Figure 1. Gate families picked out.
Drawn at 3 px/um.
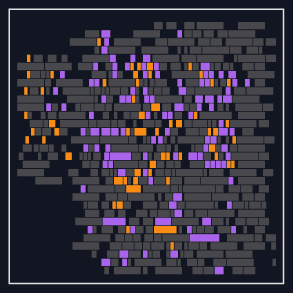
Figure 2. Routed clock nets over the placement.
Drawn at 3 px/um.
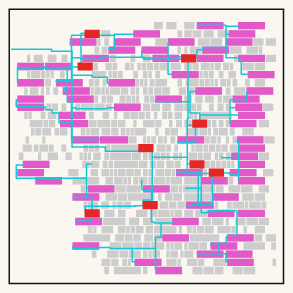
Figure 3. Supply network.
Drawn at 4 px/um. Pins as bars on the die edge.
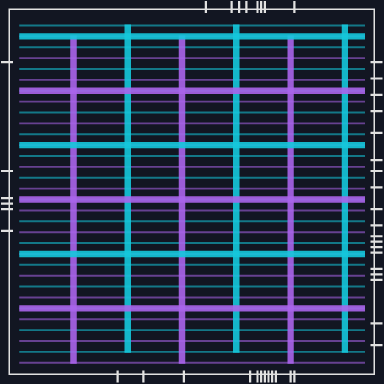
Figure 4. Clock routing.
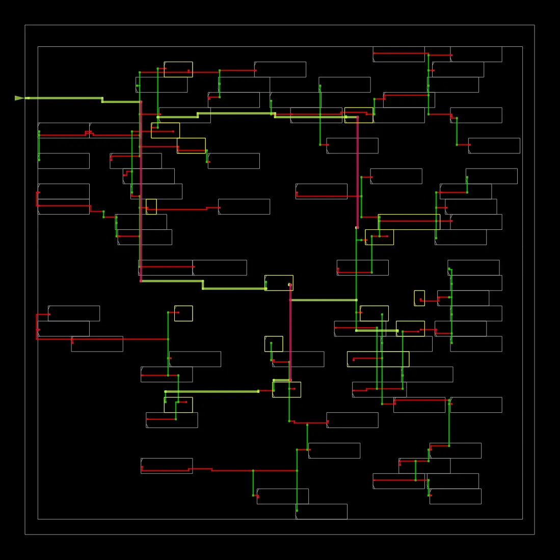
Figure 5. Routed metal, one colour a layer.
Drawn at 4 px/um.
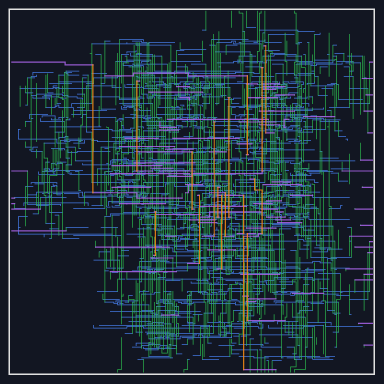
==> config.mk <==
export PLATFORM = sky130hd
export DESIGN_NAME = code_loader
export DESIGN_NICKNAME = d
export VERILOG_FILES = /design/src/rtl/loader_pkg.sv /design/src/rtl/code_loader.sv
export SDC_FILE = /design/constraint.sdc
export NUM_CORES = 1
export LEC_CHECK = 0
export CORE_MARGIN = 2
export CORE_UTILIZATION = 50
export CTS_CLUSTER_DIAMETER = 100
export CTS_CLUSTER_SIZE = 16
export DETAILED_ROUTE_END_ITERATION = 16
export HOLD_SLACK_MARGIN = 0.06
export PLACE_DENSITY = 0.85
export SETUP_SLACK_MARGIN = 0.5
export SYNTH_ARGS = -nofsm -noshare
export SYNTH_HDL_FRONTEND = slang
export SYNTH_SLANG_ARGS = --single-unit
==> constraint.sdc <==
create_clock -name clk -period 2.4 [get_ports clk]
set_input_delay 0.48 -clock clk [delete_from_list [all_inputs] [get_ports clk]]
set_output_delay 0.48 -clock clk [all_outputs]
set_load 0.02 [all_outputs]
==> src/rtl/loader_pkg.sv <==
// Shared definitions for the serial code loader: command codes, framing
// constants and the receive/response state encoding.
package loader_pkg;

  localparam logic [7:0] CMD_WRITE = 8'h01;
  localparam logic [7:0] CMD_RUN   = 8'h02;

  localparam logic [7:0] SYNC_DEF  = 8'hA5;
  localparam logic [7:0] ACK_DEF   = 8'h5A;
  localparam logic [7:0] NAK_DEF   = 8'hEE;

  typedef enum logic [2:0] {
    ST_IDLE,
    ST_CMD,
    ST_ADDR_H,
    ST_ADDR_L,
    ST_LEN,
    ST_DATA,
    ST_CHK,
    ST_RESP
  } state_e;

endpackage

==> src/rtl/code_loader.sv <==
// Serial program loader: parses checksummed WRITE/RUN frames, writes payload
// into code memory, answers ACK/NAK and holds the CPU until a valid RUN.
module code_loader
  import loader_pkg::*;
#(
  parameter int         ADDR_W  = 12,
  parameter logic [7:0] SYNC    = SYNC_DEF,
  parameter logic [7:0] ACK     = ACK_DEF,
  parameter logic [7:0] NAK     = NAK_DEF,
  parameter int         TIMEOUT = 1000
) (
  input  logic              clk,
  input  logic              rst_n,
  input  logic [7:0]        rx_data,
  input  logic              rx_valid,
  output logic              rx_ready,
  output logic [7:0]        tx_data,
  output logic              tx_valid,
  input  logic              tx_ready,
  output logic              mem_we,
  output logic [ADDR_W-1:0] mem_addr,
  output logic [7:0]        mem_wdata,
  output logic              cpu_hold,
  output logic              busy
);

  localparam int TW = $clog2(TIMEOUT + 1);

  state_e            state_q, state_d;
  logic [ADDR_W-1:0] addr_q, addr_d;
  logic [8:0]        cnt_q, cnt_d;
  logic [7:0]        sum_q, sum_d;
  logic [7:0]        txData_q, txData_d;
  logic              memWe_q, memWe_d;
  logic [ADDR_W-1:0] memAddr_q, memAddr_d;
  logic [7:0]        memWdata_q, memWdata_d;
  logic              hold_q, hold_d;
  logic              isRun_q, isRun_d;
  logic [TW-1:0]     timer_q, timer_d;

  logic              accept;
  logic [7:0]        sumNext;
  logic              inFrame;

  assign rx_ready  = (state_q != ST_RESP);
  assign accept    = rx_valid && rx_ready;
  assign sumNext   = sum_q + rx_data;
  assign inFrame   = (state_q != ST_IDLE) && (state_q != ST_RESP);

  assign tx_valid  = (state_q == ST_RESP);
  assign tx_data   = txData_q;
  assign mem_we    = memWe_q;
  assign mem_addr  = memAddr_q;
  assign mem_wdata = memWdata_q;
  assign cpu_hold  = hold_q;
  assign busy      = (state_q != ST_IDLE);

  always_comb begin
    state_d    = state_q;
    addr_d     = addr_q;
    cnt_d      = cnt_q;
    sum_d      = sum_q;
    txData_d   = txData_q;
    memWe_d    = 1'b0;
    memAddr_d  = memAddr_q;
    memWdata_d = memWdata_q;
    hold_d     = hold_q;
    isRun_d    = isRun_q;
    timer_d    = '0;

    // A stalled host abandons the frame silently; any accepted byte restarts the count.
    if (inFrame && !accept) begin
      timer_d = timer_q + TW'(1);
      if (timer_q == TW'(TIMEOUT - 1)) begin
        state_d = ST_IDLE;
      end
    end

    case (state_q)
      ST_IDLE: begin
        if (accept && rx_data == SYNC) begin
          state_d = ST_CMD;
        end
      end
      ST_CMD: begin
        if (accept) begin
          sum_d = rx_data;
          if (rx_data == CMD_WRITE) begin
            isRun_d = 1'b0;
            hold_d  = 1'b1;
            state_d = ST_ADDR_H;
          end else if (rx_data == CMD_RUN) begin
            isRun_d = 1'b1;
            state_d = ST_CHK;
          end else begin
            txData_d = NAK;
            state_d  = ST_RESP;
          end
        end
      end
      ST_ADDR_H: begin
        if (accept) begin
          sum_d   = sumNext;
          addr_d  = ADDR_W'({rx_data, 8'h00});
          state_d = ST_ADDR_L;
        end
      end
      ST_ADDR_L: begin
        if (accept) begin
          sum_d   = sumNext;
          addr_d  = addr_q | ADDR_W'(rx_data);
          state_d = ST_LEN;
        end
      end
      ST_LEN: begin
        if (accept) begin
          sum_d   = sumNext;
          cnt_d   = (rx_data == 8'h00) ? 9'd256 : {1'b0, rx_data};
          state_d = ST_DATA;
        end
      end
      ST_DATA: begin
        if (accept) begin
          sum_d      = sumNext;
          memWe_d    = 1'b1;
          memAddr_d  = addr_q;
          memWdata_d = rx_data;
          addr_d     = addr_q + ADDR_W'(1);
          cnt_d      = cnt_q - 9'd1;
          if (cnt_q == 9'd1) begin
            state_d = ST_CHK;
          end
        end
      end
      ST_CHK: begin
        if (accept) begin
          sum_d   = sumNext;
          state_d = ST_RESP;
          if (sumNext == 8'h00) begin
            txData_d = ACK;
            if (isRun_q) begin
              hold_d = 1'b0;
            end
          end else begin
            txData_d = NAK;
          end
        end
      end
      ST_RESP: begin
        if (tx_ready) begin
          state_d = ST_IDLE;
        end
      end
      default: state_d = ST_IDLE;
    endcase
  end

  always_ff @(posedge clk or negedge rst_n) begin
    if (!rst_n) begin
      state_q    <= ST_IDLE;
      addr_q     <= '0;
      cnt_q      <= '0;
      sum_q      <= '0;
      txData_q   <= '0;
      memWe_q    <= 1'b0;
      memAddr_q  <= '0;
      memWdata_q <= '0;
      hold_q     <= 1'b1;
      isRun_q    <= 1'b0;
      timer_q    <= '0;
    end else begin
      state_q    <= state_d;
      addr_q     <= addr_d;
      cnt_q      <= cnt_d;
      sum_q      <= sum_d;
      txData_q   <= txData_d;
      memWe_q    <= memWe_d;
      memAddr_q  <= memAddr_d;
      memWdata_q <= memWdata_d;
      hold_q     <= hold_d;
      isRun_q    <= isRun_d;
      timer_q    <= timer_d;
    end
  end

endmodule

==> changes_impl.md <==
## Flow update

- Worst path setup slack after routing: -83.9 ps
- Failing checks: negative setup slack
- Fill count: 526
- Sequential cell power: 0.00193 W
- Nets in the synthesized netlist: 443
- Power consumption: 0.00652 W
- Critical R2R Capture: tx_data[5]
- DRC viols: 0
- Length of routed wiring on met1: 4210 um
- TritonCTS clock tree: done
- Hold violation count in the final report: 0
- Critical path required time: 2640 ps
- Core Region: 0.00729 mm^2
- Total of endpoints with negative setup slack in the final report: 1
- Asr flop ratio synth: 100%
- Combinational-cell power consumption: 0.00353 W
- Most frequent cell after synthesis: dfrtp_1
- Routed met3 length: 710 um
- Detailed-placement wirelength estimate: 6960 um
- Depth of the worst register-to-register path: 8
- Starting DRC count in detailed routing: 315
- Max Used Layer: met4
- Run status: finished with violations
- CP Class: reg -> reg
- Worst-case clock buffer depth: 2
- Met2 Routed Length: 5240 um
- Highest clock frequency the design can meet: 403 MHz
- Flops & latches, synth: 68
-- Figure 1 (at the start) --
- orange: nor cells (cells 57; most used nor2_1)
- purple: aoi and oai cells (cells 106; most used o21ai_0)

-- Figure 2 (at the start) --
- red: clock drivers (count 9)
- cyan: clock wires (length 853 um)
- magenta: flip-flops (count 68)
- flops lie: widely spread
- routed clock nets: 10
clk_lat worst skew: 340 ps
part of the power in the clock network: 16.3%
clock network power: 0.00106 W

-- Figure 3 (at the start) --
- cyan: VDD
- purple: VSS
- met5 straps: 6
- signal pins: 45

-- Figure 4 (at the start) --
CTS sink count: 68
sequential cell count: 68
number of clock-tree buffers in the layout: 10
total clock buffers created by CTS: 9

-- Figure 5 (at the start) --
- blue: metal 1 (wire length 4210 um)
- orange: metal 4 (wire length 339 um)
- green: metal 2 (wire length 5240 um)
- purple: metal 3 (wire length 710 um)

worst max-delay path, delay by kind of cell, from the launching register on:
family	cells	cell delay, ps
compound gates	1	140
flops	1	390
fa+ha+maj	2	680
buf+inv	1	40
simple gates	4	1140
layout make-up:
class,instances,area share [%]
tap,99,2.44
clock inverter,6,1.72
multi-input combinational,308,41.4
inverter,20,1.48
clock buffer,10,2.71
sequential,68,33.6
timing repair buffer,97,16.7
sequential cells by signal (all words and copies together) (netlist names):
register and count:
mem_we 1, cpu_hold 1, isRun_q 1, mem_addr 12, state_q 3, addr_q 12, sum_q 8, cnt_q 9
mem_wdata 8, tx_data 3, timer_q 10
per-layer routing:
layer,track usage (%),up-vias
li1,-,1640
met1,31.5,1715
met2,45.0,186
met3,5.84,35
met4,11.9,0
met5,0,-
No activity file was given, so power comes from the tool's default toggle rates.
